==> src/rtl/mem_data_unit_pkg.sv <==
// Shared definitions for the memory data unit: FSM state encoding and the
// default bus/address widths also used by the register file.
package mem_data_unit_pkg;

  localparam int unsigned DEF_DATA_WIDTH = 32;
  localparam int unsigned DEF_ADDR_WIDTH = 9;
  localparam int unsigned DEF_TIMEOUT    = 15;

  typedef enum logic [1:0] {
    ST_IDLE    = 2'd0,
    ST_RD_WAIT = 2'd1,
    ST_WR_WAIT = 2'd2,
    ST_DONE    = 2'd3
  } mdu_state_e;

endpackage : mem_data_unit_pkg

==> src/rtl/mem_data_unit_wait.sv <==
// Wait-cycle counter for memory accesses.
// Ports:
//   clock   - clock, state changes on the falling edge
//   clear   - asynchronous active-low reset
//   start   - restart the count at 0 (asserted on the edge entering a wait state)
//   ack     - memory acknowledge; holds the count and masks expiry
//   expired - combinational: current wait cycle is the last allowed one and no ack
module mem_wait_counter #(
  parameter int unsigned TIMEOUT = 15
) (
  input  logic clock,
  input  logic clear,
  input  logic start,
  input  logic ack,
  output logic expired
);

  localparam int unsigned CW = (TIMEOUT < 2) ? 1 : $clog2(TIMEOUT + 1);

  logic [CW-1:0] r_count;

  // Count completed wait cycles; saturate so it never wraps while idle.
  always_ff @(negedge clock or negedge clear) begin
    if (!clear) begin
      r_count <= '0;
    end else if (start) begin
      r_count <= '0;
    end else if (!ack && (r_count != CW'(TIMEOUT))) begin
      r_count <= r_count + CW'(1);
    end
  end

  // Wait cycle number TIMEOUT is running (count = TIMEOUT-1) with no ack:
  // the counter reaches TIMEOUT on this edge. An ack in that same cycle wins.
  assign expired = (r_count == CW'(TIMEOUT - 1)) && !ack;

endmodule : mem_wait_counter

==> src/rtl/mem_data_unit.sv <==
// Memory data unit: MAR/MDR registers plus a small read/write handshake FSM
// towards a memory with a completion strobe and a wait-cycle timeout.
// Ports:
//   clock, clear        - falling-edge clock, async active-low reset
//   BusMuxOut           - internal bus value, source for MAR/MDR loads
//   MARin, MDRin        - load MAR / MDR (honoured in IDLE only)
//   Read, Write         - one-cycle access requests (Read wins on conflict)
//   MDRout              - MDR contents to the bus mux
//   busy, done, err     - status: not idle, completion pulse, sticky timeout
//   mem_req, mem_we     - memory request / write enable (registered)
//   mem_addr, mem_wdata - MAR and MDR driven to memory
//   mem_rdata, mem_ack  - memory read data and completion strobe
module mem_data_unit
  import mem_data_unit_pkg::*;
#(
  parameter int unsigned DATA_WIDTH = DEF_DATA_WIDTH,
  parameter int unsigned ADDR_WIDTH = DEF_ADDR_WIDTH,
  parameter int unsigned TIMEOUT    = DEF_TIMEOUT
) (
  input  logic                  clock,
  input  logic                  clear,
  input  logic [DATA_WIDTH-1:0] BusMuxOut,
  input  logic                  MARin,
  input  logic                  MDRin,
  input  logic                  Read,
  input  logic                  Write,
  output logic [DATA_WIDTH-1:0] MDRout,
  output logic                  busy,
  output logic                  done,
  output logic                  err,
  output logic                  mem_req,
  output logic                  mem_we,
  output logic [ADDR_WIDTH-1:0] mem_addr,
  output logic [DATA_WIDTH-1:0] mem_wdata,
  input  logic [DATA_WIDTH-1:0] mem_rdata,
  input  logic                  mem_ack
);

  mdu_state_e            r_state;
  logic [ADDR_WIDTH-1:0] r_mar;
  logic [DATA_WIDTH-1:0] r_mdr;
  logic                  r_done;
  logic                  r_err;
  logic                  r_mem_req;
  logic                  r_mem_we;

  logic                  w_start;
  logic                  w_expired;

  // A request accepted in IDLE restarts the wait counter.
  assign w_start = (r_state == ST_IDLE) && (Read || Write);

  mem_wait_counter #(
    .TIMEOUT (TIMEOUT)
  ) u_wait (
    .clock   (clock),
    .clear   (clear),
    .start   (w_start),
    .ack     (mem_ack),
    .expired (w_expired)
  );

  // Access FSM with MAR/MDR and registered handshake outputs.
  always_ff @(negedge clock or negedge clear) begin
    if (!clear) begin
      r_state   <= ST_IDLE;
      r_mar     <= '0;
      r_mdr     <= '0;
      r_done    <= 1'b0;
      r_err     <= 1'b0;
      r_mem_req <= 1'b0;
      r_mem_we  <= 1'b0;
    end else begin
      r_done <= 1'b0;
      case (r_state)
        ST_IDLE: begin
          // Loads land on the same edge as the request, so the access
          // sees the freshly loaded address/data.
          if (MARin) r_mar <= BusMuxOut[ADDR_WIDTH-1:0];
          if (MDRin) r_mdr <= BusMuxOut;
          if (Read) begin
            r_state   <= ST_RD_WAIT;
            r_err     <= 1'b0;
            r_mem_req <= 1'b1;
            r_mem_we  <= 1'b0;
          end else if (Write) begin
            r_state   <= ST_WR_WAIT;
            r_err     <= 1'b0;
            r_mem_req <= 1'b1;
            r_mem_we  <= 1'b1;
          end
        end
        ST_RD_WAIT: begin
          if (mem_ack) begin
            r_mdr     <= mem_rdata;
            r_state   <= ST_DONE;
            r_done    <= 1'b1;
            r_mem_req <= 1'b0;
            r_mem_we  <= 1'b0;
          end else if (w_expired) begin
            r_state   <= ST_IDLE;
            r_err     <= 1'b1;
            r_mem_req <= 1'b0;
            r_mem_we  <= 1'b0;
          end
        end
        ST_WR_WAIT: begin
          if (mem_ack) begin
            r_state   <= ST_DONE;
            r_done    <= 1'b1;
            r_mem_req <= 1'b0;
            r_mem_we  <= 1'b0;
          end else if (w_expired) begin
            r_state   <= ST_IDLE;
            r_err     <= 1'b1;
            r_mem_req <= 1'b0;
            r_mem_we  <= 1'b0;
          end
        end
        ST_DONE: begin
          r_state <= ST_IDLE;
        end
        default: begin
          r_state   <= ST_IDLE;
          r_mem_req <= 1'b0;
          r_mem_we  <= 1'b0;
        end
      endcase
    end
  end

  assign busy      = (r_state != ST_IDLE);
  assign done      = r_done;
  assign err       = r_err;
  assign mem_req   = r_mem_req;
  assign mem_we    = r_mem_we;
  assign mem_addr  = r_mar;
  assign mem_wdata = r_mdr;
  assign MDRout    = r_mdr;

endmodule : mem_data_unit

==> config.mk <==
export PLATFORM = sky130hd
export DESIGN_NAME = mem_data_unit
export DESIGN_NICKNAME = d
export VERILOG_FILES = /design/src/rtl/mem_data_unit_pkg.sv /design/src/rtl/mem_data_unit_wait.sv /design/src/rtl/mem_data_unit.sv
export SDC_FILE = /design/constraint.sdc
export NUM_CORES = 1
export LEC_CHECK = 0
export CORE_ASPECT_RATIO = 1.5
export CORE_UTILIZATION = 43
export CTS_CLUSTER_DIAMETER = 50
export DETAILED_ROUTE_END_ITERATION = 8
export PLACE_DENSITY = 0.95
export SLEW_MARGIN = 30
export SYNTH_ARGS = -nofsm -noshare
export SYNTH_HDL_FRONTEND = slang
export SYNTH_SLANG_ARGS = --single-unit
export TNS_END_PERCENT = 50
==> constraint.sdc <==
create_clock -name clock -period 2.7 [get_ports clock]
set_input_delay 0.405 -clock clock [delete_from_list [all_inputs] [get_ports clock]]
set_output_delay 0.405 -clock clock [all_outputs]
set_load 0.02 [all_outputs]
**Run 1: supply network**

The bar under the picture is 20 um long. Pins as bars on the die edge.
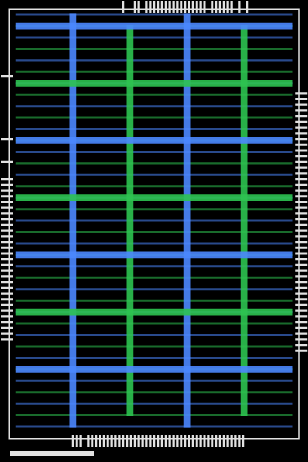
VDD -> green
VSS -> blue
met4 straps = 4
met1 rails = 37
rows = 36
signal pins = 149
met5 straps = 7

**Run 1: port wiring**

The bar under the picture is 20 um long.
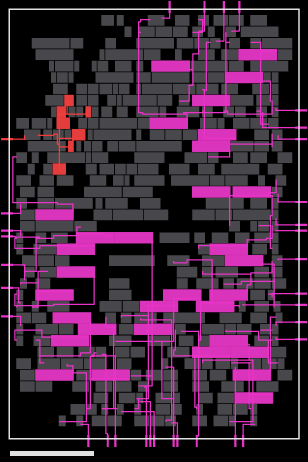
mem_wdata -> magenta  # bits 32, direction output, edge 11 right, 11 bottom, 6 left, 4 top, end cells 32, buffers 32, wire 1210 um
mem_ack -> red  # bits 1, direction input, edge left, end cells 7, buffers 2, wire 47.0 um

**Run 1: congestion heat map**

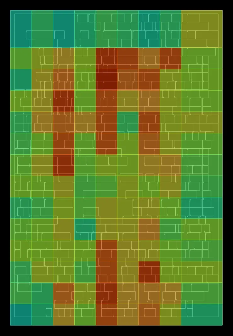
aggregate global-route resource usage: 21.07%
GR met3 Demand/Resource: 2.928%

==> results.txt, run 1 <==
Notes from the flow run.

Power and ir drop:
- The run puts the fraction of power consumed by the clock network at 10.6%.
- The run gives the part of the total power dissipated in sequential elements as 24.9%.
- The run puts the internal portion of total power at approximately 3.6 mW.
- Summed over all cells, the static leakage comes to 2.100 nW.
- The run puts the cell area power density at 1330 nW/um2.
- The run gives the switching power as approximately 2.3 mW.
- After layout, the design draws a total of 5.872 mW.
- The run puts the switching power share of the total at 38.89%.
- The run puts the worst vdd rail ir drop at about 0.00065 V.
- The run gives the combinational group share of total power as about 65%.

Worst hold path:
- The run gives the sink of the worst hold path as mem_addr[1].
- The run puts the number of cells traversed by the worst hold path at 1.
- The run gives the startpoint of the lowest-slack hold path as mem_addr[1].
- The path class of the tightest hold or removal check is reg -> reg.

Final timing:
- Per the slew report, the remaining headroom to the max-slew limit stands at between 60 and 70%.
- The run gives the transition time of the tightest slew-check pin as a little over 500 ps.
- On the final layout, the worst clock skew is about 9.4 ps.
- Once routing completed, OpenROAD measured the worst setup slack at -158.5 ps.
- For reference, the final report shows the max-slew violation count at 0.
- The run puts the number of hold-slack violations in the final timing report at 0.
- Setup repair after global routing could not meet its margin everywhere.
- Endpoints with negative setup slack in the final report add up to 1.
- The run gives the smallest hold slack as 445.4 ps.

Layout:
- In the layout the commonest cells are sky130_fd_sc_hd__clkdlybuf4s50_1, sky130_fd_sc_hd__buf_4, sky130_fd_sc_hd__dfrtn_1, sky130_fd_sc_hd__buf_2, sky130_fd_sc_hd__mux2_2.
- The run puts the number of nets in the layout at around 450.
- The run gives the area growth from synthesis to final layout as 54.85%.
- The run puts the cell area after layout at around 4400 um2.
- The run gives the count of non-filler cells in the finished layout as 448.
- The repair_antennas step left the layout with diodes totalling 0.
- The run gives the commonest non-fill, non-tap cell in the layout as sky130_fd_sc_hd__clkdlybuf4s50_1.
- The run gives the fraction of final layout cells with drive strength greater than 1 as 57.53%.

Job:
- The run gives the max-cap check violation count as 0.
- In this run the tools logged warnings totalling 31.

Placement:
- After its last routability iteration, the placer logged a weighted congestion of 0.8585.
- The run puts the number of buffers inserted by port buffering at around 150.
- The run gives the number of placed instances with taps included as 431.
- The run puts the total placed instance area at 4438 um2.
- The run gives the post-place setup slack as -625.4 ps.
- The run puts the half-perimeter wire length after detailed placement at about 5400 um.

Detailed routing:
- The run puts the total wire length at about 7000 um.
- The run puts the initial DRC count at ~72.
- Using the TritonRoute via totals, the vias-per-cell ratio works out to 4.886.
- TritonRoute output was used to compute an average wire per cell of 16.08 um.
- The run gives the count of unresolved DRC violations after routing as 0.
- The run gives the number of vias in the routed layout as 2189.
- The run puts the number of routed nets with antenna violations at 0.
- The pre-antenna-repair detailed-routing pass consisted of 4 iterations.

Clocking:
- The later pin in the worst-skew pair is clocked with a latency of 300 ps.
- The run puts the number of H-tree branching levels at 2.
- Counting along the longest clock path gives a buffer depth of 2.
- TritonCTS built the clock tree.
- Clock-pin slew was measured on the worst setup and hold paths at about 70 ps.
- The run gives the number of clock sinks as 51.
- The run puts the number of hold buffers added after CTS at 0.
- The run puts the number of buffers added by the clock tree synthesis step at 5.
- The tree is rooted in a sky130_fd_sc_hd__clkbuf_8.

Floorplan:
- The die covers 6968 um2.
- The run puts the I/O pin count at 149.
- The run puts the core box area at 6441 um2.
- The run puts the row count at 36.
- The run gives the die boundary height as 101.7 um.
- The run gives the die width as 68.49 um.
- The run gives the initial standard-cell utilization of the core as between 40% and 50%.

Synth:
- The main area contributors are sky130_fd_sc_hd__dfrtn_1, sky130_fd_sc_hd__mux2_2, sky130_fd_sc_hd__mux2_4.
- Synthesis handed over a netlist of ~210 instances.
- For reference, the top logic cell family by area is multiplexers.
- The run gives the netlist area before placement as 2851 um2.
- The run puts the proportion of synthesized area in mux cells at about a third.
- The run puts the number of nets in the synthesized netlist at 289.
- The run puts the cell count listed in synth_stat.txt at around 210.
- The run puts the chip area in the Yosys report at 2851 um2.
- The run gives the unique cell type count in the Yosys netlist as 24.
- The run puts the area share of the largest cell type after synthesis at 44.76%.
- The run puts the area fraction in full adders, half adders and majority gates at 2.194%.
- The run puts the mean instance size in the synthesized netlist at roughly 13 um2.
- The run gives the post-synthesis share of cell area spent on and, or, nand and nor gates as 1.931%.
- The run gives the number of warnings reported in the yosys synthesis log as 0.
- The run puts the flip-flop and latch count after synthesis at 51.
- The run gives the proportion of synthesized chip area in sequential cells as about 45%.
- The run gives the cell taking the most area after synthesis as sky130_fd_sc_hd__dfrtn_1.
- The synthesized netlist devotes less than 1% of its cell area to XOR and XNOR gates.
- Per the synthesis report, the AND-OR/OR-AND share of the synthesized area is 3.817%.

Global routing:
- The run puts the initial antenna violation count at 0.
- The run puts the first-pass GRT wire length at 10930 um.
- The run gives the number of global-route vias before repair as 2269.
- After global routing the overflow that remains totals 0.
- The run puts the pin count of the biggest net entering global routing at around 52.

Worst setup path:
- The worst register-to-register path ends at MDRout[21].
- The worst setup path is launched from a flip-flop.
- The run puts the logic depth of the worst register-to-register path at 8.
- The startpoint identified for the worst register-to-register timing path is r_state[1].
- The worst setup path is captured at an output port.
- The run puts the reg2reg setup slack at 500 ps.
- The run puts the largest fanout on the critical path at 2.
- The run puts the data arrival time at the worst-slack endpoint at between 2000 and 2500 ps.
- Data on the critical path is required at its endpoint by around 2300 ps.
- Tracing the worst setup path back leads to its startpoint at r_state[0].
- Looking at the setup timing report, the critical path kind is reg -> out.

Outcome:
- The run finished, with violations left.
- The final reports fail on negative setup slack.
[run 1: critical path: stages (launching register included)]
cell and delay [ps]:
sky130_fd_sc_hd__dfrtn_1 430, sky130_fd_sc_hd__inv_2 60, sky130_fd_sc_hd__ha_4 150, sky130_fd_sc_hd__inv_2 60
sky130_fd_sc_hd__buf_6 110
[run 1: state kept, by name, indices dropped and copies added (netlist names)]
signal          flops
r_state             2
MDRout             32
mem_we              1
u_wait.r_count      4
mem_req             1
mem_addr            9
err                 1
done                1
[run 1: area by class of cell]
type | count | area, um2
clock buffers | 5 | 68.82
clock inverters | 3 | 67.56
fillers | 508 | 2026
inverters | 10 | 37.54
multi-input cells | 112 | 1260
flip-flops and latches | 51 | 1276
well taps | 76 | 95.09
repair buffers | 191 | 1610
[run 1: power groups by stage]
stage,registers [mW],logic [mW],clock network (mW)
2_1_floorplan,1.84,2.06,0
3_3_place_gp,1.46,3.86,0
3_5_place_dp,1.47,3.96,0
4_1_cts,1.45,3.73,0.636
5_1_grt,1.51,4.01,0.667
6_report,1.46,3.79,0.623
[run 1: worst max-delay path by stage]
stage / cells after the start / slack, ps / to
final: 4 / -160 / busy
after global routing: 4 / -200 / busy
after CTS: 4 / -170 / busy
after detailed placement: 5 / -630 / MDRout[11]
after global placement: 5 / -590 / MDRout[16]
after floorplan: 4 / 10 / MDRout[0]
[run 1: per-stage QoR]
step | TNS (ps) | utilization (%)
CTS | -167.2 | 67.27
global placement | -29000 | 68.90
floorplan | 0 | -
detailed placement | -30570 | 68.90
global route | -335.7 | 68.55
finish | -158.5 | 68.55
[run 1: cells in the mapped netlist]
cell,count
sky130_fd_sc_hd__a2bb2oi_1,1
sky130_fd_sc_hd__o311ai_0,1
sky130_fd_sc_hd__nand3_1,1
sky130_fd_sc_hd__o41ai_1,2
sky130_fd_sc_hd__o21ai_0,5
sky130_fd_sc_hd__buf_6,4
sky130_fd_sc_hd__xnor2_1,1
sky130_fd_sc_hd__nand2b_1,1
sky130_fd_sc_hd__buf_2,4
sky130_fd_sc_hd__nand2_1,6
sky130_fd_sc_hd__mux2_2,45
sky130_fd_sc_hd__nor2_1,2
sky130_fd_sc_hd__mux2_4,30
sky130_fd_sc_hd__nand4_1,1
sky130_fd_sc_hd__ha_1,5
sky130_fd_sc_hd__o21a_1,1
sky130_fd_sc_hd__buf_4,32
sky130_fd_sc_hd__a21oi_4,1
sky130_fd_sc_hd__mux2i_1,4
sky130_fd_sc_hd__a31oi_1,3
sky130_fd_sc_hd__o22ai_1,1
sky130_fd_sc_hd__dfrtn_1,51
sky130_fd_sc_hd__inv_1,10
sky130_fd_sc_hd__nor3b_1,1
[run 1: routing by layer]
layer / track usage [%] / routed length (um) / up-vias
li1: - / - / 1024
met1: 23.34 / 2474 / 1074
met2: 40.95 / 4229 / 87
met3: 2.928 / 463 / 4
met4: 3.846 / 39 / 0
met5: 0 / 0 / -
[run 1: what timing repair did]
item / in CTS / in global routing
pin swaps: 2 / 1
resized: 334 / 33
endpoints found under the hold margin: 0 / 0
buffers inserted: 4 / 4
gates cloned: 2 / 0
setup endpoints to repair: 116 / 54
==> run 2: changes to the inputs <==
--- a/config.mk
+++ b/config.mk
@@ -5,6 +5,7 @@
 export SDC_FILE = /design/constraint.sdc
 export NUM_CORES = 1
 export LEC_CHECK = 0
+export ABC_AREA = 1
 export CORE_ASPECT_RATIO = 1.5
 export CORE_UTILIZATION = 43
 export CTS_CLUSTER_DIAMETER = 50
**Run 2: cell classes on the final placement**

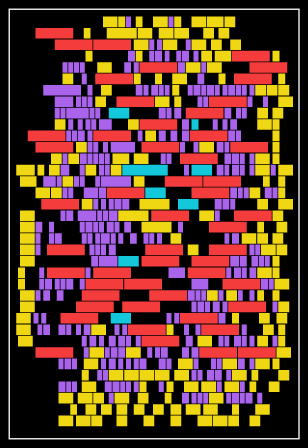
clock drivers and dummy loads -> cyan  # cells 8
remaining logic cells -> purple  # cells 291
remaining buffers and delay cells -> yellow  # cells 177
registers -> red  # cells 51
cell row count: 36
final std cell area, no fill: 4280 um2
Core Box Area: 6486 um2
sequential portion of the cell area: 29.82%

==> results.txt, run 2 <==
Notes from the flow run.

Outcome:
- The checks that failed: negative setup slack.
- The run finished, with violations left.

Worst setup path:
- Broken down by cell family, the worst path's largest delay share belongs to flip-flops.
- The run puts the worst endpoint required time at 2300 ps (about the same).
- The longest individual stage delay on the worst path came to 430 ps (about the same).
- Listed in order, past its start point the critical path passes inv_2, ha_4, inv_4, buf_6.
- The largest fanout on the critical path is 2 (unchanged).
- STA classifies the critical path endpoint as an output port.
- The run puts the data arrival time at the worst-slack endpoint at 2470 ps (+20 ps).
- Looking at the setup timing report, the critical path kind is reg -> out.
- STA classifies the critical path startpoint as a flip-flop.
- The reg2reg setup slack is 630 ps (+130 ps).
- The timing report shows that the slowest cell on the worst path is sky130_fd_sc_hd__dfrtn_1.
- The run puts the buffers plus inverters on the worst setup path at 3 (unchanged).

Global routing:
- The first-pass GRT wire length is 12410 um (+14%).
- The run puts the overall overflow remaining after global route at 0 (unchanged).
- The run puts the initial antenna violation count at 0 (unchanged).
- The number of global-route vias before repair was 2729 (+20%).
- The run puts the pin count of the biggest net entering global routing at 52 (unchanged).

Detailed routing:
- The run gives the number of vias in the routed layout as 2969 (+36%).
- The run puts the count of unresolved DRC violations after routing at 0 (unchanged).
- The run gives the number of routed nets with antenna violations as 0 (unchanged).
- The run puts the number of detailed-route iterations in the first pass at 4 (unchanged).
- The run puts the total wire length at 8247 um (+14%).
- The run puts the per-cell via count in the routed design at 4.924 (+0.77%).
- The run gives the initial DRC count as 199 (+180%).

Synth:
- The area share of the largest cell type after synthesis is 44.41% (-0.35 points).
- The cell count listed in synth_stat.txt was 390 (+83%).
- The run gives the number of nets in the synthesized netlist as 466 (+61%).
- The run puts the flip-flop and latch count after synthesis at 51 (unchanged).
- The post-synthesis share of cell area spent on and, or, nand and nor gates is 27.69% (+26 points).
- The run puts the number of warnings reported in the yosys synthesis log at 0 (unchanged).
- The run puts the proportion of synthesized chip area in sequential cells at 44.41% (-0.35 points).
- For this run, the leading register cell type out of synthesis is sky130_fd_sc_hd__dfrtn_1.
- The run gives the leading cell type by number of instances after synthesis as sky130_fd_sc_hd__nand2_1.
- The run puts the mean instance size in the synthesized netlist at 7.369 um2 (-45%).
- The run puts the chip area in the Yosys report at 2874 um2 (+0.79%).
- The run puts the proportion of synthesized flip-flops having asynchronous set or reset at 100.0% (unchanged).
- The run puts the number of synthesized flops with an enable pin at 0 (unchanged).
- The run gives the cell taking the most area after synthesis as sky130_fd_sc_hd__dfrtn_1.
- The netlist area before placement is 2874 um2 (+0.79%).
- Ranked by total cell area, the synthesized netlist is headed by sky130_fd_sc_hd__dfrtn_1, sky130_fd_sc_hd__nand2_1, sky130_fd_sc_hd__buf_4.
- The run gives the combinational family with the most area after synthesis as simple AND/OR/NAND/NOR gates.
- The number of instances in the synthesized netlist was 390 (+83%).
- The area fraction in full adders, half adders and majority gates came to 2.177% (-0.017 points).
- The run puts the area fraction in xor and xnor cells at 0% (-0.31 points).
- By count the netlist is led by sky130_fd_sc_hd__nand2_1, sky130_fd_sc_hd__dfrtn_1, sky130_fd_sc_hd__inv_1.
- The proportion of synthesized area in mux cells came to 0% (-35 points).
- The run gives the fraction of the mapped netlist area in compound gates as 8.054% (+4.2 points).
- The unique cell type count in the Yosys netlist was 17 (-29%).

Layout:
- Leaving out fill and tap cells, the most frequent cells in the layout are sky130_fd_sc_hd__nand2_1, sky130_fd_sc_hd__clkdlybuf4s50_1, sky130_fd_sc_hd__buf_4, sky130_fd_sc_hd__dfrtn_1, sky130_fd_sc_hd__inv_1.
- Counting only logic cells after layout, the most numerous master is sky130_fd_sc_hd__nand2_1.
- The run puts the post-route core utilization at 65.99% (-2.6 points).
- The run puts the number of flip-flops under the largest register name at 32 (unchanged).
- The run gives the tally of filler cells in the layout as 562 (+11%).
- The run gives the antenna diode count as 0 (unchanged).
- The run puts the number of nets in the layout at 602 (+35%).
- The fraction of final layout cells with drive strength greater than 1 was 24.67% (-33 points).
- The run gives the area growth from synthesis to final layout as 48.93%.

Power and ir drop:
- The run puts the static leakage power at 2.335 nW (+11%).
- The run gives the worst vdd rail ir drop as 0.0007082 V (+9.2%).
- The overall power of the completed layout is 5.502 mW (-6.3%).
- The run gives the cell area power density as 1285 nW/um2 (-3.4%).

Clocking:
- The run gives the number of clock sinks as 51 (unchanged).
- The number of buffers added by the clock tree synthesis step was 5 (unchanged).
- The number of hold buffers added after CTS came to 0 (unchanged).
- The number of H-tree branching levels came to 2 (unchanged).
- In this run the clock root is driven by a sky130_fd_sc_hd__clkbuf_8.
- TritonCTS built the clock tree.
- The run gives the worst-skew pair later-pin latency as 300 ps (about the same).
- The run gives the post-CTS clock slew at the launch and capture registers of the worst setup and hold paths as 60 ps (about the same).
- The run puts the number of buffers on the longest clock path at 2 (unchanged).

Floorplan:
- The run puts the die boundary height at 102.1 um (+0.38%).
- The run gives the initial standard-cell utilization of the core as 44.31% (about the same).
- The run puts the I/O pin count at 149 (unchanged).
- The die width is 68.75 um (+0.38%).
- The run puts the area of the chip at 7021 um2 (+0.76%).

Final timing:
- The final worst clock skew was 1.273 ps (-8.168 ps).
- The setup slack of the critical path after layout came to -174.8 ps (-16.31 ps).
- The run puts the transition time of the tightest slew-check pin at 519.3 ps (+10.60 ps).
- Setup repair after global routing could not meet its margin everywhere.
- The number of hold-slack violations in the final timing report is 0 (unchanged).
- The run puts the final setup violation count at 3 (+2).
- The run gives the headroom to the max-slew limit as 65.38% (-0.71 points).
- The run gives the max-slew violation count as 0 (unchanged).

Worst hold path:
- The run gives the kind of path behind the tightest hold check as reg -> reg.

Placement:
- The run gives the number of buffers inserted by port buffering as 148 (unchanged).
- The run puts the half-perimeter wire length after detailed placement at 5999 um (+11%).
- The run puts the final estimated routing congestion in global placement at 0.8595 (+0.12%).

Job:
- The run puts the OpenROAD warning count at 31 (unchanged).
- The run puts the max-cap check violation count at 0 (unchanged).
**Run 2: congestion heat map**

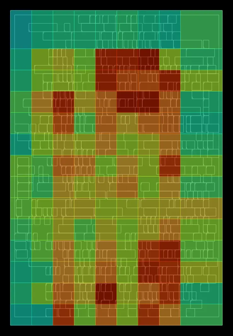
routed wirelength normalized by instance count: 13.68 um
GR met3 Demand/Resource: 2.455%
aggregate global-route resource usage: 23.23%
GR Util met2: 42.68%

## run 2: netlist changes by cell type in the layout (fill, tap and decap cells not counted), sizes merged, moves of 4 or more
cell   previous run  this run
buf             123       108
inv              10        46
mux2             75         0
mux2i             4         0
nand2             6       146
nand3             1        42
o21ai             5        42
## run 2: cell type report
cell class                 count  area [um2]  share of cell area [%]
timing repair buffer         177        1466                   34.26
sequential                    51        1276                   29.82
multi-input combinational    245        1150                   26.86
inverter                      46       175.2                   4.092
tap                           76       95.09                   2.222
clock buffer                   6       82.58                   1.929
clock inverter                 2       35.03                  0.8185
## run 2: worst min-delay path: cells and delay by family (launching register included)
family / cells / cell delay (ps)
flops: 1 / 410
simple gates: 2 / 110
## run 2: final timing paths
kind,startpoint,to,depth (start not counted)
min in group asynchronous,clear,mem_req,2
worst max register to register,r_state[1],MDRout[28],8
worst min-delay path,mem_req,mem_req,2
worst min register to register,mem_req,mem_req,2
worst max-delay path,r_state[0],busy,4
max in group asynchronous,clear,u_wait.r_count[2],2
## run 2: logic make-up (layout without fill, tap and decap cells)
family / after synthesis / after routing
AOI/OAI and AO/OA: 44 / 44
and+or+nand+nor: 194 / 196
DFF: 51 / 51
buffers and inverters: 96 / 231
adders and majority gates: 5 / 5
## run 2: per-stage QoR
stage | worst slack [ps] | cell area, um2 | std cells | hold slack (ps) | TNS, ps
finish | -174.8 | 4280 | 603 | 427.0 | -181.3
global placement | -371.6 | 4335 | 587 | 417.3 | -20530
detailed placement | -432.8 | 4335 | 587 | 432.2 | -23000
global route | -209.1 | 4280 | 603 | 446.1 | -461.4
CTS | -166.2 | 4129 | 596 | 435.5 | -691.6
floorplan | 122.5 | 2874 | 390 | 402.5 | 0
## run 2: layer usage
| metal | GRT usage [%] | vias up | routed length, um |
|---|---|---|---|
| li1 | - | 1442 | - |
| met1 | 26.28 | 1373 | 3016 |
| met2 | 42.68 | 127 | 4467 |
| met3 | 2.455 | 27 | 514 |
| met4 | 9.890 | 0 | 249 |
| met5 | 0 | - | 0 |
## run 2: where the power goes
part           internal, mW  leakage [nW]  switching, mW
logic                  1.42          1.64           2.08
registers              1.17         0.636          0.286
clock network         0.300        0.0612          0.244
total                  2.89          2.34           2.61
## run 2: timing repair
item | in CTS | in global routing
gates cloned | 0 | 2
pin swaps | 2 | 4
gates resized | 327 | 40
setup buffers | 1 | 5
endpoints found under the setup margin | 112 | 78
Power is estimated from default activity; no workload was simulated.
